--- src/rtl/operand_fwd_ctrl_pkg.sv ---
// Shared encodings for the EX-stage operand forwarding controller:
// operand mux select values and the load-use FSM state type.
package operand_fwd_ctrl_pkg;

   localparam logic [2:0] FWD_RF        = 3'b000;
   localparam logic [2:0] FWD_EXMEM_ALU = 3'b001;
   localparam logic [2:0] FWD_MEMWB_ALU = 3'b010;
   localparam logic [2:0] FWD_MEMWB_LD  = 3'b011;
   localparam logic [2:0] FWD_POSTWB    = 3'b100;

   typedef enum logic [0:0] {
      ST_RUN      = 1'b0,
      ST_LU_STALL = 1'b1
   } fsm_state_e;

endpackage

--- src/rtl/operand_fwd_ctrl_fwd_src_pick.sv ---
// Per-operand priority match against the EX/MEM/WB producers; the select
// names where the producer will sit when the consumer reaches EX.
module fwd_src_pick
   import operand_fwd_ctrl_pkg::*;
#(
   parameter int REG_W = 5
) (
   input  logic [REG_W-1:0] rs_i,
   input  logic             rs_used_i,
   input  logic             ex_valid_i,
   input  logic [REG_W-1:0] ex_rd_i,
   input  logic             ex_regwrite_i,
   input  logic             ex_is_load_i,
   input  logic             mem_valid_i,
   input  logic [REG_W-1:0] mem_rd_i,
   input  logic             mem_regwrite_i,
   input  logic             mem_is_load_i,
   input  logic             wb_valid_i,
   input  logic [REG_W-1:0] wb_rd_i,
   input  logic             wb_regwrite_i,
   output logic [2:0]       sel_o,
   output logic             load_use_o
);

   logic rs_live_s;
   logic ex_hit_s;
   logic mem_hit_s;
   logic wb_hit_s;

   // x0 reads never forward, so a zero index disqualifies every producer
   assign rs_live_s = rs_used_i && (rs_i != {REG_W{1'b0}});
   assign ex_hit_s  = rs_live_s && ex_valid_i  && ex_regwrite_i  && (ex_rd_i  == rs_i);
   assign mem_hit_s = rs_live_s && mem_valid_i && mem_regwrite_i && (mem_rd_i == rs_i);
   assign wb_hit_s  = rs_live_s && wb_valid_i  && wb_regwrite_i  && (wb_rd_i  == rs_i);

   // Nearest producer wins
   always_comb begin
      sel_o      = FWD_RF;
      load_use_o = 1'b0;
      if (ex_hit_s) begin
         sel_o      = FWD_EXMEM_ALU;
         load_use_o = ex_is_load_i;
      end else if (mem_hit_s) begin
         sel_o      = mem_is_load_i ? FWD_MEMWB_LD : FWD_MEMWB_ALU;
         load_use_o = 1'b0;
      end else if (wb_hit_s) begin
         sel_o      = FWD_POSTWB;
         load_use_o = 1'b0;
      end else begin
         sel_o      = FWD_RF;
         load_use_o = 1'b0;
      end
   end

endmodule

--- src/rtl/operand_fwd_ctrl.sv ---
// Forwarding/hazard controller: registers the rs1/rs2 operand selects into
// the ID/EX boundary, stalls one cycle on load-use and counts stall cycles.
module operand_fwd_ctrl
   import operand_fwd_ctrl_pkg::*;
#(
   parameter int CNT_W = 32,
   parameter int REG_W = 5
) (
   input  logic             clk,
   input  logic             rst_n,
   input  logic             hold_i,
   input  logic             flush_i,
   input  logic             id_valid_i,
   input  logic [REG_W-1:0] id_rs1_i,
   input  logic [REG_W-1:0] id_rs2_i,
   input  logic             id_rs1_used_i,
   input  logic             id_rs2_used_i,
   input  logic             ex_valid_i,
   input  logic [REG_W-1:0] ex_rd_i,
   input  logic             ex_regwrite_i,
   input  logic             ex_is_load_i,
   input  logic             mem_valid_i,
   input  logic [REG_W-1:0] mem_rd_i,
   input  logic             mem_regwrite_i,
   input  logic             mem_is_load_i,
   input  logic             wb_valid_i,
   input  logic [REG_W-1:0] wb_rd_i,
   input  logic             wb_regwrite_i,
   output logic [2:0]       fwd_sel_a_o,
   output logic [2:0]       fwd_sel_b_o,
   output logic             stall_o,
   output logic             bubble_o,
   output logic [CNT_W-1:0] stall_count_o
);

   fsm_state_e       state_q;
   logic [2:0]       sel_a_q;
   logic [2:0]       sel_b_q;
   logic             bubble_q;
   logic [CNT_W-1:0] stall_count_q;

   logic [2:0]       sel_a_s;
   logic [2:0]       sel_b_s;
   logic             lu_a_s;
   logic             lu_b_s;
   logic             hazard_s;
   logic             stall_s;

   fwd_src_pick #(.REG_W(REG_W)) u_pick_a (
      .rs_i           (id_rs1_i),
      .rs_used_i      (id_rs1_used_i),
      .ex_valid_i     (ex_valid_i),
      .ex_rd_i        (ex_rd_i),
      .ex_regwrite_i  (ex_regwrite_i),
      .ex_is_load_i   (ex_is_load_i),
      .mem_valid_i    (mem_valid_i),
      .mem_rd_i       (mem_rd_i),
      .mem_regwrite_i (mem_regwrite_i),
      .mem_is_load_i  (mem_is_load_i),
      .wb_valid_i     (wb_valid_i),
      .wb_rd_i        (wb_rd_i),
      .wb_regwrite_i  (wb_regwrite_i),
      .sel_o          (sel_a_s),
      .load_use_o     (lu_a_s)
   );

   fwd_src_pick #(.REG_W(REG_W)) u_pick_b (
      .rs_i           (id_rs2_i),
      .rs_used_i      (id_rs2_used_i),
      .ex_valid_i     (ex_valid_i),
      .ex_rd_i        (ex_rd_i),
      .ex_regwrite_i  (ex_regwrite_i),
      .ex_is_load_i   (ex_is_load_i),
      .mem_valid_i    (mem_valid_i),
      .mem_rd_i       (mem_rd_i),
      .mem_regwrite_i (mem_regwrite_i),
      .mem_is_load_i  (mem_is_load_i),
      .wb_valid_i     (wb_valid_i),
      .wb_rd_i        (wb_rd_i),
      .wb_regwrite_i  (wb_regwrite_i),
      .sel_o          (sel_b_s),
      .load_use_o     (lu_b_s)
   );

   // In LU_STALL the bubble sits in EX, so a second stall is never raised
   assign hazard_s = id_valid_i && (lu_a_s || lu_b_s) && (state_q == ST_RUN);
   assign stall_s  = rst_n && hazard_s && !hold_i && !flush_i;
   assign stall_o  = stall_s;

   // FSM, ID/EX selects, bubble flag and saturating stall counter
   always_ff @(posedge clk or negedge rst_n) begin
      if (!rst_n) begin
         state_q       <= ST_RUN;
         sel_a_q       <= FWD_RF;
         sel_b_q       <= FWD_RF;
         bubble_q      <= 1'b1;
         stall_count_q <= {CNT_W{1'b0}};
      end else if (hold_i) begin
         state_q       <= state_q;
      end else begin
         if (stall_s && !(&stall_count_q)) begin
            stall_count_q <= stall_count_q + {{(CNT_W-1){1'b0}}, 1'b1};
         end
         case (state_q)
            ST_RUN, ST_LU_STALL: begin
               if (flush_i) begin
                  state_q  <= ST_RUN;
                  sel_a_q  <= FWD_RF;
                  sel_b_q  <= FWD_RF;
                  bubble_q <= 1'b1;
               end else if (stall_s) begin
                  state_q  <= ST_LU_STALL;
                  sel_a_q  <= FWD_RF;
                  sel_b_q  <= FWD_RF;
                  bubble_q <= 1'b1;
               end else begin
                  state_q  <= ST_RUN;
                  sel_a_q  <= sel_a_s;
                  sel_b_q  <= sel_b_s;
                  bubble_q <= !id_valid_i;
               end
            end
            default: begin
               state_q  <= ST_RUN;
               sel_a_q  <= FWD_RF;
               sel_b_q  <= FWD_RF;
               bubble_q <= 1'b1;
            end
         endcase
      end
   end

   assign fwd_sel_a_o   = sel_a_q;
   assign fwd_sel_b_o   = sel_b_q;
   assign bubble_o      = bubble_q;
   assign stall_count_o = stall_count_q;

endmodule

--- config.mk ---
export PLATFORM = sky130hd
export DESIGN_NAME = operand_fwd_ctrl
export DESIGN_NICKNAME = d
export VERILOG_FILES = /design/src/rtl/operand_fwd_ctrl_pkg.sv /design/src/rtl/operand_fwd_ctrl_fwd_src_pick.sv /design/src/rtl/operand_fwd_ctrl.sv
export SDC_FILE = /design/constraint.sdc
export NUM_CORES = 1
export LEC_CHECK = 0
export CAP_MARGIN = 10
export CORE_MARGIN = 2
export CORE_UTILIZATION = 45
export CTS_BUF_LIST = sky130_fd_sc_hd__clkbuf_4
export DETAILED_ROUTE_END_ITERATION = 10
export GPL_TIMING_DRIVEN = 1
export PLACE_DENSITY = 0.85
export SYNTH_ARGS = -nofsm -noshare
export SYNTH_HDL_FRONTEND = slang
export SYNTH_SLANG_ARGS = --single-unit
export TNS_END_PERCENT = 30
--- constraint.sdc ---
create_clock -name clk -period 5.1 [get_ports clk]
set_input_delay 1.02 -clock clk [delete_from_list [all_inputs] [get_ports clk]]
set_output_delay 1.02 -clock clk [all_outputs]
set_load 0.05 [all_outputs]
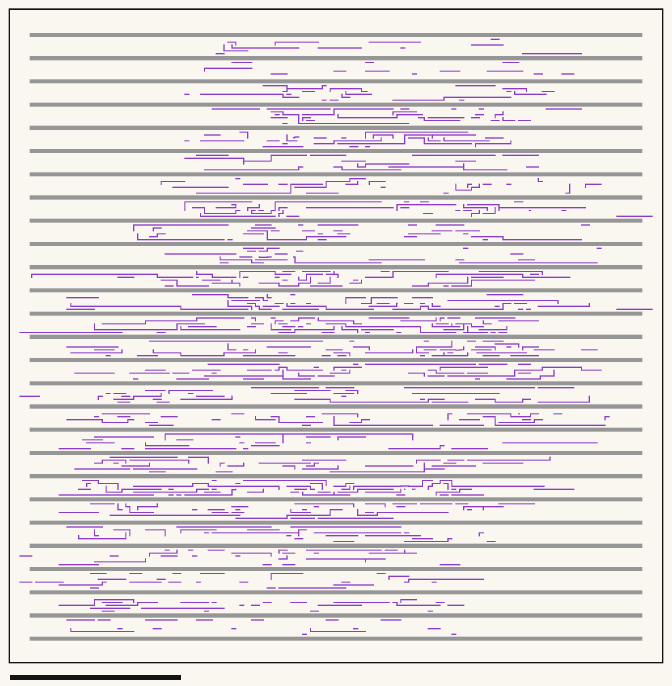
*M1 wires*
Scale bar: 20 um. Supply wires on this layer in grey.
share of all routed wire: 41%
nets with wire on the layer: 308

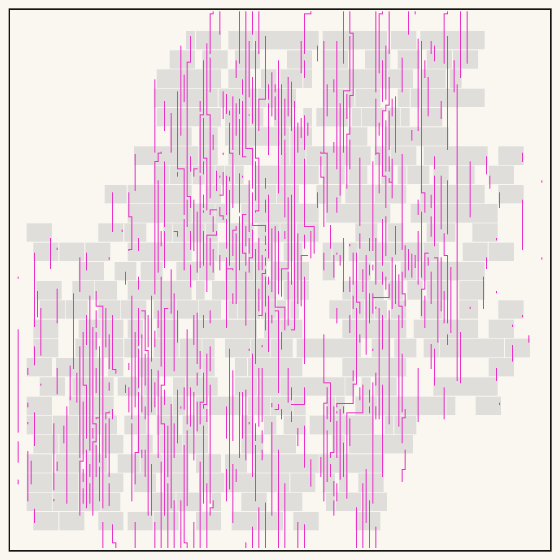
*Met2 routing*
Cells faint in the background.
main direction: vertical
nets with wire on the layer: 311
share of all routed wire: 51%

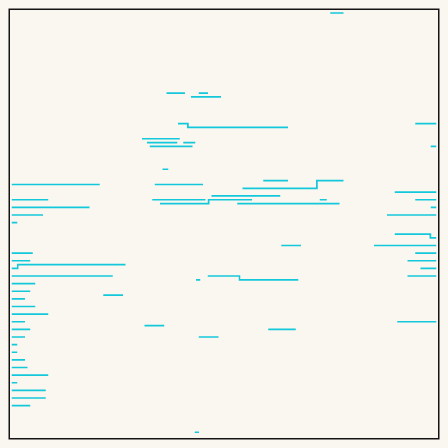
*Metal 3*
wire length on this layer: 380 um
share of all routed wire: 6.6%

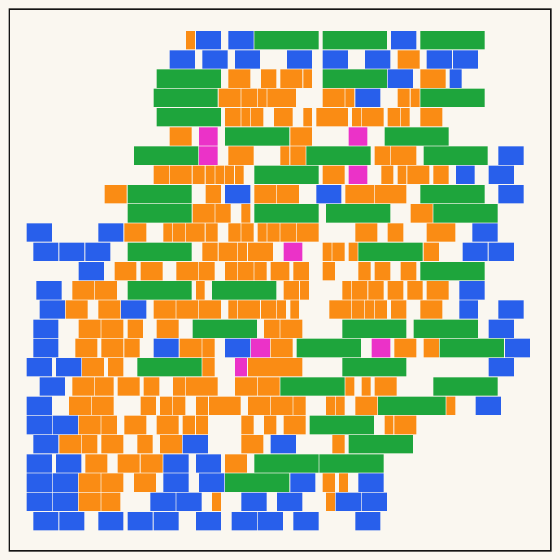
*Cells coloured by class*
| class | colour | cells |
|---|---|---|
| remaining buffers and delay cells | blue | 80 |
| clock drivers and dummy loads | magenta | 8 |
| registers | green | 40 |
| remaining logic cells | orange | 191 |
Rows: 26
fraction of area in registers: 30.8%
Final Instance Area: 3260 um^2
final core utilization: 64.2%
Core Region: 5070 um^2

==> flow_metrics.tcl <==
# implementation run metrics
set metrics [dict create \
    clk_pin_slew_ps 120 \
    clk_latency_ps 350 \
    ant_nets 0 \
    maxCapViolCount 0 \
    power.leakage_nw 1.32 \
    ys_sh_xor_pct 22.3 \
    die-height_um 76.4 \
    finalWorstSetupSlack_ps 859 \
    post_cts_resized 0 \
    die_w_um 76.4 \
    powerDensity_nw_per_um2 175 \
    finalSetupViolations 0 \
    cts_buffers 5 \
    cts_hold_buf 0 \
    grt_pass1_vias 2123 \
    cts_root_buffer "clkbuf_4" \
    status "finished, final reports clean" \
    track_usage_pct 20.6 \
    dp_hpwl_um 4510 \
    hold_path_class "reg -> reg" \
    yosys.area_share.aoi_pct 5.47 \
    comb_area_um2 1290 \
    topCombFamilyByArea "simple AND/OR/NAND/NOR gates" \
    diodes 0 \
    warnings 26 \
    synth_top_flop_cell "dfrtp_1" \
    die_area_um2 5830 \
    numSynthFlops 40 \
    dr.pass1.iters 4 \
    antenna_found_initial 0 \
    critPathKind "in -> out" \
    syn_avg_cell_area_um2 10.0 \
    yosysTopAreaCellShare_pct 41.4 \
    crit_slowest_cell "or4_1" \
    netlist_area_um2 2360 \
    postCtsSetupRepairBufs 0 \
    max_stage_delay_ps 560 \
    syn_inst 235 \
    cts_sinks 40 \
    drive_gt1_share_pct 7.84 \
    worstSetupStartpointType "input pin" \
    largest_area_cell "dfrtp_1" \
    hold_viol 0 \
    finalPower_mw 0.569 \
    wl_per_cell_um 14.8 \
    fillers 438 \
    skew_ps 11.3 \
    top_cells_by_area "dfrtp_1 41%, xnor2_1 12%, xor2_1 10%" \
    ys_cells 235 \
    required_ps 4080 \
    pre_cts_ws_ps 861 \
    final_max_slew_viol_count 0 \
]
## cell type report
class / instances / area share (%)
clock buffer: 7 / 1.61
clock inverter: 1 / 0.154
inverter: 8 / 0.922
multi-input combinational: 183 / 39.6
sequential: 40 / 30.8
tap: 70 / 2.69
timing repair buffer: 80 / 24.3
## logic make-up after synthesis
group / after synthesis
xor+xnor: 60
simple gates: 104
mux: 2
fa+ha+maj: 1
compound gates: 16
flops: 40
buf+inv: 12
## routing by layer
metal | vias up | share of wire, % | wire, um | global-route usage [%]
met1 | 986 | 41 | 2370 | 25.4
met4 | 0 | 1.7 | 97 | 6.36
met5 | - | 0 | 0 | 0
met2 | 92 | 51 | 2930 | 35.8
li1 | 1020 | - | - | -
met3 | 8 | 6.6 | 380 | 4.98
## final timing paths
| kind | cells past startpoint | slack (ps) | endpoint | from |
|---|---|---|---|---|
| worst max-delay path | 7 | 860 | stall_o | id_rs1_i[0] |
| worst min-delay path | 2 | 480 | bubble_o | bubble_o |
| worst max register to register | 6 | 2410 | stall_count_o[1] | stall_count_o[0] |
| worst min register to register | 2 | 480 | bubble_o | bubble_o |
| max in group asynchronous | 2 | 3980 | bubble_o | rst_n |
| min in group asynchronous | 2 | 750 | stall_count_o[30] | rst_n |
## cells in the final DEF, fill, tap and decap left out, types with 2 or more instances in the layout
| cell | n |
|---|---|
| clkdlybuf4s50_1 | 77 |
| dfrtp_1 | 39 |
| xnor2_1 | 33 |
| xor2_1 | 27 |
| nand4_1 | 20 |
| nand2_1 | 17 |
| nor3_1 | 14 |
| nor2_1 | 12 |
| nand3_1 | 10 |
| nor4_1 | 8 |
| inv_1 | 7 |
| clkbuf_4 | 7 |
| or4_1 | 4 |
| and3_1 | 4 |
| a22o_1 | 4 |
| nor4_2 | 3 |
| o21ai_1 | 2 |
| nand3_2 | 2 |
| nor4b_1 | 2 |
| nor3_2 | 2 |
| a2111oi_0 | 2 |
| a21oi_1 | 2 |
| o21ai_0 | 2 |
| buf_4 | 2 |
## cell usage after synthesis, types with 2 or more instances
| cell | number |
|---|---|
| dfrtp_1 | 39 |
| xnor2_1 | 33 |
| xor2_1 | 27 |
| nand4_1 | 20 |
| nand2_1 | 17 |
| nor3_1 | 14 |
| nor2_1 | 12 |
| nand3_1 | 10 |
| nor4_1 | 8 |
| inv_1 | 7 |
| a22o_1 | 4 |
| and3_1 | 4 |
| or4_1 | 4 |
| nor4_2 | 3 |
| a2111oi_0 | 2 |
| a21oi_1 | 2 |
| clkbuf_1 | 2 |
| nand3_2 | 2 |
| nor3_2 | 2 |
| nor4b_1 | 2 |
| o21ai_0 | 2 |
| o21ai_1 | 2 |
## per-stage QoR
step	cells	instance area [um^2]	hold slack, ps
detailed placement	381	3200	456
floorplan	235	2360	438
global placement	381	3200	453
global route	389	3260	515
CTS	389	3260	482
finish	389	3260	481
## registers in the layout (all words and copies together) (netlist names)
| signal | flops |
|---|---|
| stall_count_o | 32 |
| fwd_sel_a_o | 3 |
| fwd_sel_b_o | 3 |
| bubble_o | 1 |
| state_q | 1 |
## report_power, final
group          switching [mW]  internal, mW  total (mW)
clock                   0.102        0.0644       0.167
combinational          0.0381        0.0445      0.0826
sequential           0.000650         0.318       0.319
total                   0.141         0.427       0.569
